<file path="src/rtl/edulent_pkg.sv">
// -----------------------------------------------------------------------------
// edulent_pkg
// Shared types and defaults for the control sequencer and the transfer unit.
//   transfer_cmd_t : 4-bit register-transfer command (0..F)
//   sp_op_t        : stack pointer operation decoded from the 2-bit SP strobe
//   DW_DEFAULT, PC_RESET_DEFAULT, SP_RESET_DEFAULT : parameter defaults
//   decode_sp_op() : maps the raw 2-bit SP strobe onto sp_op_t
// -----------------------------------------------------------------------------
package edulent_pkg;

    localparam int              DW_DEFAULT       = 8;
    localparam logic [7:0]      PC_RESET_DEFAULT = 8'h00;
    localparam logic [7:0]      SP_RESET_DEFAULT = 8'hFF;

    typedef enum logic [3:0] {
        CMD_NOP      = 4'h0,  // no transfer
        CMD_MA_PC    = 4'h1,  // MA   <- PC
        CMD_MD_MEM   = 4'h2,  // MD   <- M[MA] (multi-cycle read)
        CMD_IR_MD    = 4'h3,  // IR   <- MD
        CMD_MA_MD    = 4'h4,  // MA   <- MD
        CMD_A_MD     = 4'h5,  // A/AP <- MD
        CMD_MA_AP    = 4'h6,  // MA   <- AP
        CMD_MA_SP    = 4'h7,  // MA   <- SP
        CMD_MD_A     = 4'h8,  // MD   <- A/AP
        CMD_MEM_MD   = 4'h9,  // M[MA] <- MD
        CMD_A_ALU    = 4'hA,  // A/AP <- R
        CMD_PC_MD    = 4'hB,  // PC   <- MD
        CMD_A_IN     = 4'hC,  // A    <- IN
        CMD_OUT_A    = 4'hD,  // OUT  <- A
        CMD_PC_AP    = 4'hE,  // PC   <- AP
        CMD_MD_PC    = 4'hF   // MD   <- PC
    } transfer_cmd_t;

    typedef enum logic [1:0] {
        SP_HOLD = 2'b00,
        SP_INC  = 2'b01,
        SP_DEC  = 2'b10
    } sp_op_t;

    // 01 increments, 10 decrements, 00 and 11 both hold.
    function automatic sp_op_t decode_sp_op(input logic [1:0] bits);
        case (bits)
            2'b01:   return SP_INC;
            2'b10:   return SP_DEC;
            default: return SP_HOLD;
        endcase
    endfunction

endpackage

</file>
<file path="src/rtl/transfer_unit_if.sv">
// -----------------------------------------------------------------------------
// transfer_unit_if
// Memory port of the transfer unit.
//   mem_addr   : address (always MA)          master -> slave
//   mem_wdata  : write data (always MD)       master -> slave
//   mem_re     : one-cycle read request       master -> slave
//   mem_we     : one-cycle write strobe       master -> slave
//   mem_rdata  : read data                    slave  -> master
//   mem_rvalid : read data valid              slave  -> master
// -----------------------------------------------------------------------------
interface transfer_unit_if #(
    parameter int DW = edulent_pkg::DW_DEFAULT
);
    logic [DW-1:0] mem_addr;
    logic [DW-1:0] mem_wdata;
    logic          mem_re;
    logic          mem_we;
    logic [DW-1:0] mem_rdata;
    logic          mem_rvalid;

    modport master (
        output mem_addr, mem_wdata, mem_re, mem_we,
        input  mem_rdata, mem_rvalid
    );

    modport slave (
        input  mem_addr, mem_wdata, mem_re, mem_we,
        output mem_rdata, mem_rvalid
    );
endinterface

</file>
<file path="src/rtl/transfer_unit_stack_pointer.sv">
// -----------------------------------------------------------------------------
// stack_pointer
// Stack pointer register with increment/decrement. The stack grows down.
//   i_clk, i_rst : clock, synchronous active-high reset
//   i_en         : apply i_op on this edge (command completes this cycle)
//   i_op         : SP_HOLD / SP_INC / SP_DEC
//   o_sp         : current stack pointer
//   o_fault      : sticky wrap fault (only with TRANSFER_SP_GUARD_EN)
// Macro TRANSFER_SP_GUARD_EN: when defined, a wrapping update is suppressed
// and flagged on o_fault; when undefined, SP wraps modulo 2^DW.
// -----------------------------------------------------------------------------
module stack_pointer
    import edulent_pkg::*;
#(
    parameter int            DW       = DW_DEFAULT,
    parameter logic [DW-1:0] SP_RESET = SP_RESET_DEFAULT
) (
    input  logic          i_clk,
    input  logic          i_rst,
    input  logic          i_en,
    input  sp_op_t        i_op,
`ifdef TRANSFER_SP_GUARD_EN
    output logic          o_fault,
`endif
    output logic [DW-1:0] o_sp
);

    localparam logic [DW-1:0] ONE = {{(DW-1){1'b0}}, 1'b1};

    logic [DW-1:0] sp;

`ifdef TRANSFER_SP_GUARD_EN
    logic fault;

    always_ff @(posedge i_clk) begin
        if (i_rst) begin
            sp    <= SP_RESET;
            fault <= 1'b0;
        end else if (i_en) begin
            case (i_op)
                SP_INC: begin
                    if (sp == '1) fault <= 1'b1;
                    else          sp    <= sp + ONE;
                end
                SP_DEC: begin
                    if (sp == '0) fault <= 1'b1;
                    else          sp    <= sp - ONE;
                end
                default: ;
            endcase
        end
    end

    assign o_fault = fault;
`else
    always_ff @(posedge i_clk) begin
        if (i_rst) begin
            sp <= SP_RESET;
        end else if (i_en) begin
            case (i_op)
                SP_INC:  sp <= sp + ONE;
                SP_DEC:  sp <= sp - ONE;
                default: ;
            endcase
        end
    end
`endif

    assign o_sp = sp;

endmodule

</file>
<file path="src/rtl/transfer_unit.sv">
// -----------------------------------------------------------------------------
// transfer_unit
// Register-transfer datapath behind the control sequencer. Holds PC, SP, MA,
// MD, IR, A, AP and OUT and executes one transfer command per completed cycle.
// A memory read (command 2) stalls the sequencer until read data returns.
//   i_clk, i_rst      : clock, synchronous active-high reset
//   i_transfer_cmd    : 4-bit transfer command (transfer_cmd_t)
//   i_inc_pc          : PC+1 when the command completes (dropped on PC loads)
//   i_inc_dec_sp      : 01 = SP+1, 10 = SP-1, else hold
//   i_dst_ap          : commands 5, 8, A use AP instead of A
//   i_alu_result      : ALU result R
//   i_in_data         : input port value
//   mem               : memory port (transfer_unit_if.master)
//   o_stall           : sequencer must hold its outputs while high
//   o_ir              : instruction register (opcode to the sequencer)
//   o_a, o_ap, o_pc, o_sp : architectural registers
//   o_out_data        : OUT register
//   o_out_valid       : one-cycle pulse alongside a freshly loaded OUT
//   o_sp_fault        : sticky SP wrap fault (only with TRANSFER_SP_GUARD_EN)
// Macro TRANSFER_SP_GUARD_EN enables the SP wrap guard and o_sp_fault.
// o_ir is 8 bits and takes MD[7:0], so DW must be at least 8.
// -----------------------------------------------------------------------------
module transfer_unit
    import edulent_pkg::*;
#(
    parameter int            DW       = DW_DEFAULT,
    parameter logic [DW-1:0] SP_RESET = SP_RESET_DEFAULT,
    parameter logic [DW-1:0] PC_RESET = PC_RESET_DEFAULT
) (
    input  logic          i_clk,
    input  logic          i_rst,
    input  logic [3:0]    i_transfer_cmd,
    input  logic          i_inc_pc,
    input  logic [1:0]    i_inc_dec_sp,
    input  logic          i_dst_ap,
    input  logic [DW-1:0] i_alu_result,
    input  logic [DW-1:0] i_in_data,
    transfer_unit_if.master mem,
    output logic          o_stall,
    output logic [7:0]    o_ir,
    output logic [DW-1:0] o_a,
    output logic [DW-1:0] o_ap,
    output logic [DW-1:0] o_pc,
    output logic [DW-1:0] o_sp,
    output logic [DW-1:0] o_out_data,
`ifdef TRANSFER_SP_GUARD_EN
    output logic          o_sp_fault,
`endif
    output logic          o_out_valid
);

    localparam logic [DW-1:0] ONE = {{(DW-1){1'b0}}, 1'b1};

    typedef enum logic {IDLE, RD_WAIT} state_t;

    state_t        state;
    transfer_cmd_t cmd;
    logic [DW-1:0] pc, ma, md, a, ap, out_data;
    logic [7:0]    ir;
    logic          out_valid;
    logic          stall;
    logic          done;
    logic          pc_load;

    assign cmd = transfer_cmd_t'(i_transfer_cmd);

    // A read stalls in its issue cycle and then until rvalid arrives; every
    // other command completes in the cycle it is presented.
    // NOTE: always_comb assigns every output on every path first, so no latch is inferred.
    always_comb begin
        stall = 1'b0;
        if (state == IDLE) stall = (cmd == CMD_MD_MEM);
        else               stall = !mem.mem_rvalid;
    end

    assign done    = !stall;
    assign pc_load = (cmd == CMD_PC_MD) || (cmd == CMD_PC_AP);

    // NOTE: sequential state uses non-blocking assignments so every source is read pre-edge (e.g. MA<-SP sees old SP during SP-1).
    // NOTE: every register here has a reset value; there are no memory arrays to leave unreset.
    always_ff @(posedge i_clk) begin
        if (i_rst) begin
            state     <= IDLE;
            pc        <= PC_RESET;
            ma        <= '0;
            md        <= '0;
            ir        <= '0;
            a         <= '0;
            ap        <= '0;
            out_data  <= '0;
            out_valid <= 1'b0;
        end else begin
            out_valid <= 1'b0;

            case (state)
                IDLE: begin
                    if (cmd == CMD_MD_MEM) state <= RD_WAIT;
                end
                RD_WAIT: begin
                    if (mem.mem_rvalid) begin
                        md    <= mem.mem_rdata;
                        state <= IDLE;
                    end
                end
                default: state <= IDLE;
            endcase

            if (done) begin
                case (cmd)
                    CMD_MA_PC: ma <= pc;
                    CMD_IR_MD: ir <= md[7:0];
                    CMD_MA_MD: ma <= md;
                    CMD_A_MD:  if (i_dst_ap) ap <= md; else a <= md;
                    CMD_MA_AP: ma <= ap;
                    CMD_MA_SP: ma <= o_sp;
                    CMD_MD_A:  md <= i_dst_ap ? ap : a;
                    CMD_A_ALU: if (i_dst_ap) ap <= i_alu_result; else a <= i_alu_result;
                    CMD_PC_MD: pc <= md;
                    CMD_A_IN:  a  <= i_in_data;
                    CMD_OUT_A: begin
                        out_data  <= a;
                        out_valid <= 1'b1;
                    end
                    CMD_PC_AP: pc <= ap;
                    CMD_MD_PC: md <= pc;
                    default: ;  // NOP, read data and memory write handled elsewhere
                endcase

                // PC loads win over the increment strobe.
                if (i_inc_pc && !pc_load) pc <= pc + ONE;
            end
        end
    end

    stack_pointer #(
        .DW       (DW),
        .SP_RESET (SP_RESET)
    ) u_stack_pointer (
        .i_clk   (i_clk),
        .i_rst   (i_rst),
        .i_en    (done),
        .i_op    (decode_sp_op(i_inc_dec_sp)),
`ifdef TRANSFER_SP_GUARD_EN
        .o_fault (o_sp_fault),
`endif
        .o_sp    (o_sp)
    );

    assign mem.mem_addr  = ma;
    assign mem.mem_wdata = md;
    assign mem.mem_re    = (state == IDLE) && (cmd == CMD_MD_MEM);
    assign mem.mem_we    = (cmd == CMD_MEM_MD);

    assign o_stall     = stall;
    assign o_ir        = ir;
    assign o_a         = a;
    assign o_ap        = ap;
    assign o_pc        = pc;
    assign o_out_data  = out_data;
    assign o_out_valid = out_valid;

endmodule

</file>
<file path="src/flat_wrapper.sv">
// flat-port wrapper written by rule: the top's interface ports become plain ports
module transfer_unit_flat import edulent_pkg::*;
#(
    parameter int            DW       = DW_DEFAULT,
    parameter logic [DW-1:0] SP_RESET = SP_RESET_DEFAULT,
    parameter logic [DW-1:0] PC_RESET = PC_RESET_DEFAULT
)
  (i_clk, i_rst, i_transfer_cmd, i_inc_pc, i_inc_dec_sp, i_dst_ap, i_alu_result, i_in_data, o_stall, o_ir, o_a, o_ap, o_pc, o_sp, o_out_data, o_out_valid, mem_mem_addr, mem_mem_wdata, mem_mem_re, mem_mem_we, mem_mem_rdata, mem_mem_rvalid);
  transfer_unit_if #(.DW(DW)) mem_i ();
  input  logic i_clk;
  input  logic i_rst;
  input  logic [3:0] i_transfer_cmd;
  input  logic i_inc_pc;
  input  logic [1:0] i_inc_dec_sp;
  input  logic i_dst_ap;
  input  logic [DW-1:0] i_alu_result;
  input  logic [DW-1:0] i_in_data;
  output logic o_stall;
  output logic [7:0] o_ir;
  output logic [DW-1:0] o_a;
  output logic [DW-1:0] o_ap;
  output logic [DW-1:0] o_pc;
  output logic [DW-1:0] o_sp;
  output logic [DW-1:0] o_out_data;
  output logic o_out_valid;
  output wire logic [$bits(mem_i.mem_addr)-1:0] mem_mem_addr;
  output wire logic [$bits(mem_i.mem_wdata)-1:0] mem_mem_wdata;
  output wire logic [$bits(mem_i.mem_re)-1:0] mem_mem_re;
  output wire logic [$bits(mem_i.mem_we)-1:0] mem_mem_we;
  input wire logic [$bits(mem_i.mem_rdata)-1:0] mem_mem_rdata;
  input wire logic [$bits(mem_i.mem_rvalid)-1:0] mem_mem_rvalid;
  assign mem_mem_addr = mem_i.mem_addr;
  assign mem_mem_wdata = mem_i.mem_wdata;
  assign mem_mem_re = mem_i.mem_re;
  assign mem_mem_we = mem_i.mem_we;
  assign mem_i.mem_rdata = mem_mem_rdata;
  assign mem_i.mem_rvalid = mem_mem_rvalid;
  transfer_unit #(.DW(DW), .SP_RESET(SP_RESET), .PC_RESET(PC_RESET)) u_core (.i_clk(i_clk), .i_rst(i_rst), .i_transfer_cmd(i_transfer_cmd), .i_inc_pc(i_inc_pc), .i_inc_dec_sp(i_inc_dec_sp), .i_dst_ap(i_dst_ap), .i_alu_result(i_alu_result), .i_in_data(i_in_data), .mem(mem_i), .o_stall(o_stall), .o_ir(o_ir), .o_a(o_a), .o_ap(o_ap), .o_pc(o_pc), .o_sp(o_sp), .o_out_data(o_out_data), .o_out_valid(o_out_valid));
endmodule
</file>
<file path="config.mk">
export PLATFORM = sky130hd
export DESIGN_NAME = transfer_unit_flat
export DESIGN_NICKNAME = d
export VERILOG_FILES = /design/src/rtl/edulent_pkg.sv /design/src/rtl/transfer_unit_if.sv /design/src/rtl/transfer_unit_stack_pointer.sv /design/src/rtl/transfer_unit.sv /design/src/flat_wrapper.sv
export SDC_FILE = /design/constraint.sdc
export NUM_CORES = 1
export LEC_CHECK = 0
export ABC_AREA = 1
export CAP_MARGIN = 15
export CORE_MARGIN = 1.5
export CORE_UTILIZATION = 49
export DETAILED_ROUTE_END_ITERATION = 10
export PLACE_DENSITY = 0.81
export SLEW_MARGIN = 20
export SYNTH_ARGS = -nofsm -noshare
export SYNTH_HDL_FRONTEND = slang
export SYNTH_SLANG_ARGS = --single-unit
</file>
<file path="constraint.sdc">
create_clock -name i_clk -period 1.8 [get_ports i_clk]
set_input_delay 0.18 -clock i_clk [delete_from_list [all_inputs] [get_ports i_clk]]
set_output_delay 0.18 -clock i_clk [all_outputs]
set_load 0.05 [all_outputs]
</file>
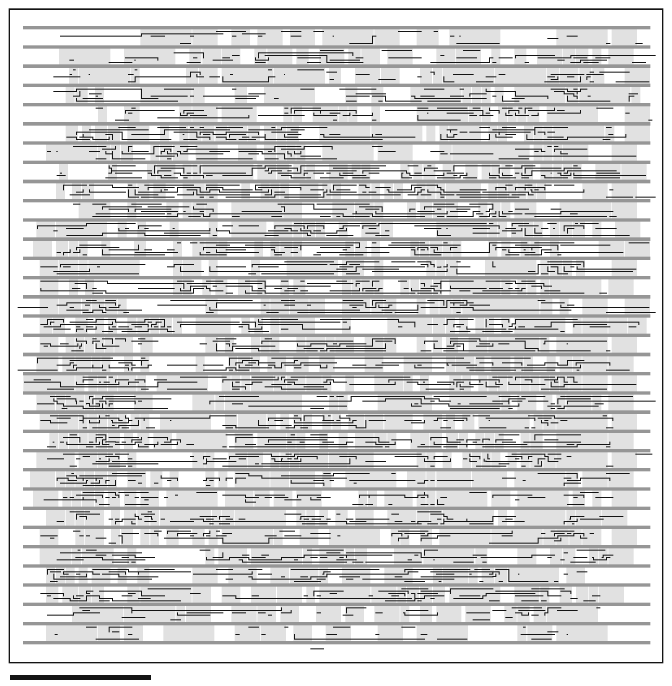
**Above:** run 1 (the metal 1 layer).
The bar under the picture is 20 um long. Supply wires on this layer in grey.
wire length on this layer: 5,390 um
main direction: horizontal
met1 global-route usage: 38.3%
via count: 4,603
drt total wl: 13,000 um

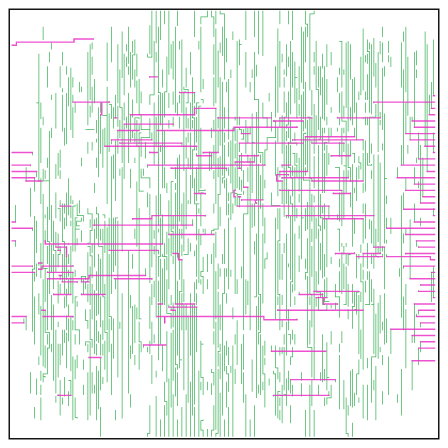
**Above:** run 1 (wiring by layer).
Only two layers are drawn.
legend:
  magenta:
    layer: M3
    wire_length: 926 um
  green:
    layer: M2
    wire_length: 6,440 um
routed len/inst: 15.0 um
GRT Overall Usage: 31.5%

==> results.json, run 1 <==
{
  "num_antenna_cells": 0,
  "simple_gate_share_pct": 34.5,
  "mux_share_pct": 2.31,
  "netSwitchingFraction_pct": 34.4,
  "fin_area_um2": 5550,
  "clockRootBuffer": "clkbuf_8",
  "aoi_share_pct": 17.0,
  "syn_nets": 654,
  "powerDensity_nw_per_um2": 812,
  "skew_ns": 0.00694,
  "fp.dieH_um": 92.3,
  "endpoint": "o_ap[2]",
  "synthArstFlopShare_pct": 0,
  "slew_viol_final": 0,
  "synthCells": 615,
  "grt_pass1_wl_um": 21000,
  "r2r_end": "u_core.u_stack_pointer.o_sp[4]",
  "ys_cells": 615,
  "p_seq_share_pct": 37.3,
  "grt_antenna_before_repair": 0,
  "worstSetupEndpointType": "output pin",
  "lay_top_count": "nand2_1",
  "hold_buffers": 0,
  "yosysChipArea_um2": 3900,
  "edf_count": 0,
  "cts_tree": "done",
  "dpl_cell_area_um2": 5300,
  "fp.coreArea_um2": 7730,
  "slew_headroom_pct": 64.8,
  "p_clk_mw": 1.54,
  "timing.final.crit_share_pct": 97.9,
  "r2r_cells": 9,
  "status": "finished clean",
  "adder_share_pct": 1.28,
  "dp_slack_ns": -0.247,
  "dpl.cell_count": 850,
  "gp_congestion": 0.933,
  "clk_latency_ns": 0.34,
  "synth_area_leader_cell": "dfxtp_1",
  "ff_type": "dfxtp_1",
  "ys_seq_elements": 66,
  "switching_power_mw": 1.55,
  "rsz0062_at_grt": "no",
  "cp_slowest_stage_delay_ns": 0.83,
  "crit_arrival_ns": 1.58,
  "r2r_setup_slack_ns": 0.24,
  "first_iter_violations": 330,
  "worst_slew_pin_slew_ns": 0.526,
  "power_top_consumer": "sequential cells",
  "dr.pass1.iters": 5,
  "via_per_inst": 5.32,
  "synth.area.top_cells": "dfxtp_1, nand2_1, nor2_1",
  "clk_pin_slew_ns": 0.08,
  "setup.worst_path.start": "u_core.o_ap[2]",
  "fmax_mhz": 568,
  "hold_violations": 0,
  "tool_warnings": 27,
  "fp-row-count": 32,
  "ys_seq_share_pct": 33.8,
  "cts-htree-levels": 3,
  "final_util_pct": 71.8,
  "drive_gt1_share_pct": 16.2,
  "top_cell_area_share_pct": 33.8,
  "hold_path_class": "register to register",
  "critPathKind": "register to output pin",
  "io_pins": 103,
  "syn_avg_cell_area_um2": 6.35,
  "hpwl_um": 9810,
  "pwr-share-comb_pct": 28.4,
  "cp_top_family": "buffers and inverters",
  "cp.buffers_inverters": 1,
  "holdWs_ns": 0.443,
  "instances_no_fill": 866,
  "cts_resized": 4,
  "vdd_drop_max_uv": 472,
  "required_ns": 1.62,
  "synth.comb.largest_family": "simple AND/OR/NAND/NOR gates",
  "ant_nets": 0,
  "total_power_mw": 4.50,
  "max-cap-violations": 0,
  "grt_pass1_vias": 4347,
  "final_nets": 798
}
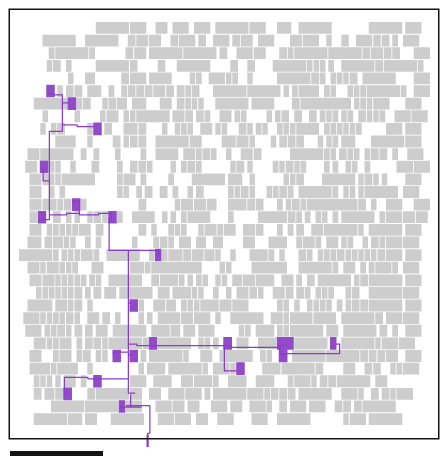
**Above:** run 1 (nets reached from selected ports).
The bar under the picture is 20 um long.
legend:
  purple:
    port: `i_rst`
    bits: 1
    direction: input
    end_cells: 21
    buffers: 2
    wire: 225 um

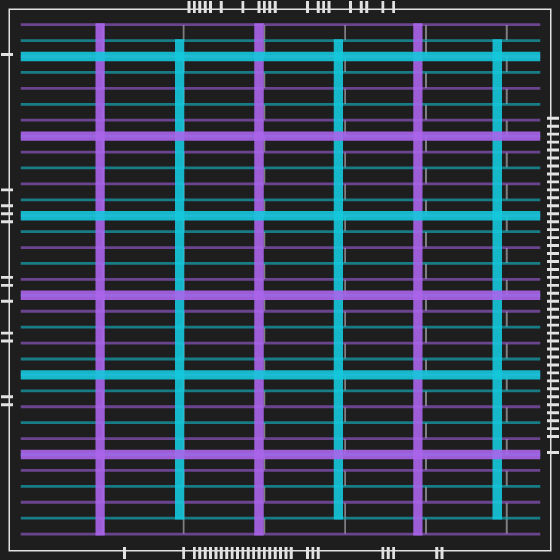
**Above:** run 1 (power grid).
Pins as bars on the die edge. Tap cells in grey.
legend:
  purple:
    net: VSS
  cyan:
    net: VDD
tap cells: 102
met1 rails: 33
signal pins: 103
met5 straps: 6
met4 straps: 6

## run 1: layout make-up
cell class                 instances  area [um^2]
tap                              102          128
multi-input combinational        456         2190
sequential                        66         1320
clock buffer                      10          128
clock inverter                     6          115
inverter                          76          288
timing repair buffer             150         1380
fill                             659         2180
## run 1: metal layers
layer | up-vias | global-route usage (%) | wire (um)
met3 | 24 | 5.31 | 926
met1 | 2097 | 38.3 | 5390
met4 | 0 | 9.62 | 256
met2 | 225 | 56.4 | 6440
met5 | - | 0 | 0
li1 | 2257 | - | -
## run 1: state kept, by name, summed over array words and instances (netlist names), 8 cells and up
| signal | cells |
|---|---|
| u_core.o_ir | 8 |
| u_core.mem.mem_wdata | 8 |
| u_core.mem.mem_addr | 8 |
| u_core.u_stack_pointer.o_sp | 8 |
| u_core.o_pc | 8 |
| u_core.o_out_data | 8 |
| u_core.o_a | 8 |
| u_core.o_ap | 8 |
## run 1: Yosys cell counts (2+ instances only)
cell and n:
a21oi_1 49, buf_2 4, buf_6 5, clkbuf_1 6
dfxtp_1 66, ha_1 4, inv_1 69, inv_2 5
mux2_2 8, nand2_1 183, nand2_2 3, nand2_4 5
nand3_1 37, nand3_2 2, nand4_1 3, nor2_1 76
nor2_2 2, nor2_4 3, o2111ai_1 3, o211ai_1 6
o21ai_0 56, o21ai_1 6, xor2_1 3
## run 1: how the worst min path moves through the flow
stage	end	slack, ns	depth (start not counted)
floorplan	u_core.o_ap[0]	0.42	4
global placement	u_core.o_out_data[4]	0.43	2
detailed placement	u_core.o_out_data[1]	0.43	2
CTS	u_core.o_out_data[1]	0.45	2
global route	u_core.o_out_data[4]	0.47	2
finish	u_core.o_ir[6]	0.44	2
==> run 2, diff against run 1 <==
--- a/config.mk
+++ b/config.mk
@@ -9,6 +9,7 @@
 export CAP_MARGIN = 15
 export CORE_MARGIN = 1.5
 export CORE_UTILIZATION = 49
+export CTS_CLUSTER_DIAMETER = 100
 export DETAILED_ROUTE_END_ITERATION = 10
 export PLACE_DENSITY = 0.81
 export SLEW_MARGIN = 20
==> run 2 against run 1 <==
Total power is the same. Cell area unchanged. Sequential power about the same. Combinational power about the same. Clock power about the same. Clock-buffer cell count unchanged.
==> results.json, run 2 <==
{
  "slowest_stage": "clkdlybuf4s50_1",
  "clk_latency_ns": 0.34,
  "via_per_inst": 5.32,
  "cts_max_path_buffers": 2,
  "final_cell_mix": "nand2_1, nor2_1, clkdlybuf4s50_1",
  "grt_max_degree": 47,
  "cp.depth": 1,
  "ys_seq_elements": 66,
  "logic_area_um2": 2190,
  "finalSetupTns_ns": 0,
  "dieWidth_um": 92.3,
  "required_ns": 1.62,
  "netlist_area_um2": 3900,
  "wl_per_cell_um": 15.0,
  "cts-htree-levels": 3,
  "xor_share_pct": 0.897,
  "grt_usage_pct": 31.5,
  "synth.most_common_cell": "nand2_1",
  "drive_gt1_share_pct": 16.2,
  "r2r_start": "u_core.u_stack_pointer.o_sp[1]",
  "r2r_end": "u_core.u_stack_pointer.o_sp[4]",
  "vdd_drop_max_uv": 472,
  "tool_warnings": 27,
  "yosysChipArea_um2": 3900,
  "dp_slack_ns": -0.247,
  "rsz0062_at_grt": "no",
  "worstHoldEndpoint": "u_core.o_ir[6]",
  "synth_area_leader_cell": "dfxtp_1",
  "wl_um": 13000,
  "layout_min_cycle_time_ns": 1.76,
  "cts_sinks": 66,
  "num-fill-cells": 659,
  "cts_buffers": 9,
  "cp_top_family": "buffers and inverters",
  "fp.dieH_um": 92.3,
  "ant_nets": 0,
  "syn_nets": 654,
  "start_kind": "register",
  "fin_area_um2": 5550,
  "ys_seq_share_pct": 33.8,
  "grt_antenna_before_repair": 0,
  "dpl.cell_count": 850,
  "total_power_mw": 4.50,
  "top_cell_area_share_pct": 33.8,
  "grt_pass1_vias": 4347,
  "cp_slowest_stage_delay_ns": 0.83,
  "r2r_setup_slack_ns": 0.24,
  "fmax_mhz": 568,
  "simple_gate_share_pct": 34.5,
  "worst_slew_pin_slew_ns": 0.526,
  "mux_share_pct": 2.31,
  "synthArstFlopShare_pct": 0,
  "final_util_pct": 71.8,
  "cp.buffers_inverters": 1,
  "cts_tree": "done",
  "syn_avg_cell_area_um2": 6.35,
  "fp-utilization_pct": 50.5,
  "holdWs_ns": 0.443,
  "status": "finished clean",
  "slew_headroom_pct": 64.8,
  "path_max_fanout": 4,
  "min_from": "u_core.o_ir[6]",
  "timing.final.crit_share_pct": 97.9,
  "finalSetupViolCount": 0,
  "worstSetupEndpointType": "output pin",
  "p_leak_nw": 2.60,
  "hpwl_um": 9810,
  "syn2layout_area_growth_pct": 42.1,
  "cts_setup_buffers": 0,
  "fp.coreArea_um2": 7730,
  "hold_path_class": "register to register",
  "ff_type": "dfxtp_1",
  "final_nets": 798,
  "edf_count": 0,
  "yosysUniqueCellTypes": 34,
  "lay_top_count": "nand2_1",
  "gp_congestion": 0.933,
  "r2r_cells": 9,
  "dr.pass1.iters": 5,
  "hold_path_depth": 2,
  "instances_no_fill": 866,
  "synth_warnings": 0,
  "synthCells": 615,
  "num_antenna_cells": 0,
  "skew_ns": 0.00694,
  "dpl_cell_area_um2": 5300,
  "drc": 0,
  "vias": 4603,
  "synth.comb.largest_family": "simple AND/OR/NAND/NOR gates",
  "critPathKind": "register to output pin",
  "clockRootBuffer": "clkbuf_8",
  "ys_cells": 615,
  "fp-row-count": 32,
  "grt_pass1_wl_um": 21000,
  "max-cap-violations": 0,
  "clk_pin_slew_ns": 0.08,
  "crit_chain": "clkdlybuf4s50_1",
  "fp.dieArea_um2": 8510,
  "crit_arrival_ns": 1.58,
  "setup_slack_ns": 0.0384,
  "overflow": 0,
  "first_iter_violations": 330,
  "adder_share_pct": 1.28,
  "synthTopCellsByCount": "nand2_1, nor2_1, inv_1",
  "ff_latch_area_um2": 1320,
  "hold_violations": 0,
  "synth.area.top_cells": "dfxtp_1, nand2_1, nor2_1",
  "powerDensity_nw_per_um2": 812,
  "aoi_share_pct": 17.0,
  "slew_viol_final": 0
}
==> run 2: cell counts after synthesis <==
Identical to the previous run, type by type.
==> run 2: how the worst max path moves through the flow <==
| stage | startpoint | to | slack, ns |
|---|---|---|---|
| after floorplan | u_core.u_stack_pointer.o_sp[1] | u_core.u_stack_pointer.o_sp[4] | 0.11 |
| after global placement | i_inc_dec_sp[0] | u_core.u_stack_pointer.o_sp[4] | -0.11 |
| after detailed placement | i_inc_dec_sp[0] | u_core.u_stack_pointer.o_sp[7] | -0.25 |
| after CTS | u_core.o_ap[0] | o_ap[0] | 0.02 |
| after global routing | u_core.o_pc[3] | o_pc[3] | 0.003 |
| final | u_core.o_ap[2] | o_ap[2] | 0.04 |
==> run 2: repair_timing <==
| action | 4_1_cts | 5_1_grt |
|---|---|---|
| hold buffers | 0 | 0 |
| gates cloned | 0 | 0 |
| gates resized | 4 | 3 |
| setup endpoints to repair | 4 | 4 |
==> run 2: cell type report <==
class	count	share of cell area, %
inverters	76	5.19
multi-input cells	456	39.5
well taps	102	2.30
repair buffers	150	24.8
clock inverters	6	2.07
flip-flops and latches	66	23.8
clock buffers	10	2.30
==> run 2: kinds of logic after synthesis <==
| group | count (synthesis) |
|---|---|
| buffers and inverters | 93 |
| AND-OR/OR-AND | 123 |
| flip-flops | 66 |
| multiplexers | 8 |
| XOR/XNOR | 4 |
| adder cells (fa/ha/maj) | 4 |
| AND/OR/NAND/NOR | 317 |
==> run 2: power by group <==
| group | switching (mW) | leakage [nW] | internal (mW) |
|---|---|---|---|
| registers | 0.124 | 0.540 | 1.55 |
| clock network | 0.618 | 0.117 | 0.926 |
| logic | 0.806 | 1.95 | 0.475 |
==> run 2: routing by layer <==
layer  global-route usage (%)  routed length, um
met1                     38.3               5390
met5                        0                  0
met2                     56.4               6440
met3                     5.31                926
met4                     9.62                256
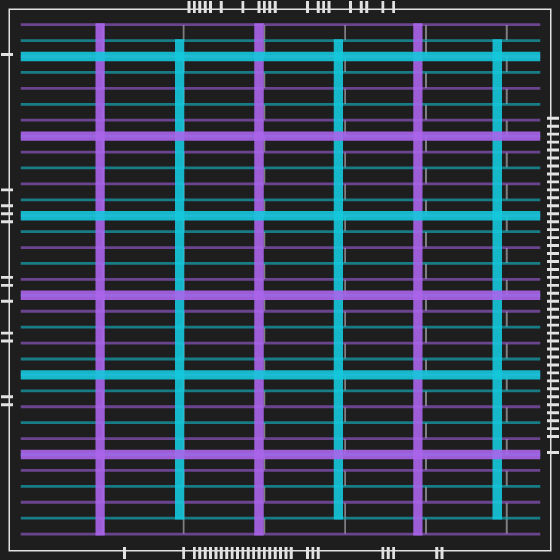
**Above:** run 2 (power grid).
Pins as bars on the die edge. Tap cells in grey.
legend:
  cyan:
    net: VDD
  purple:
    net: VSS
met1 rails: 33
tap cells: 102
rows: 32

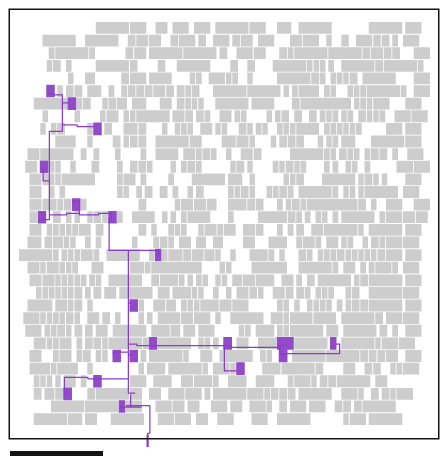
**Above:** run 2 (nets reached from selected ports).
The bar under the picture is 20 um long.
legend:
  purple:
    port: `i_rst`
    bits: 1
    direction: input
    end_cells: 21
    buffers: 2
    wire: 225 um
I/O pins: 103
port bufs: 102

Power and IR drop assume default switching activity.
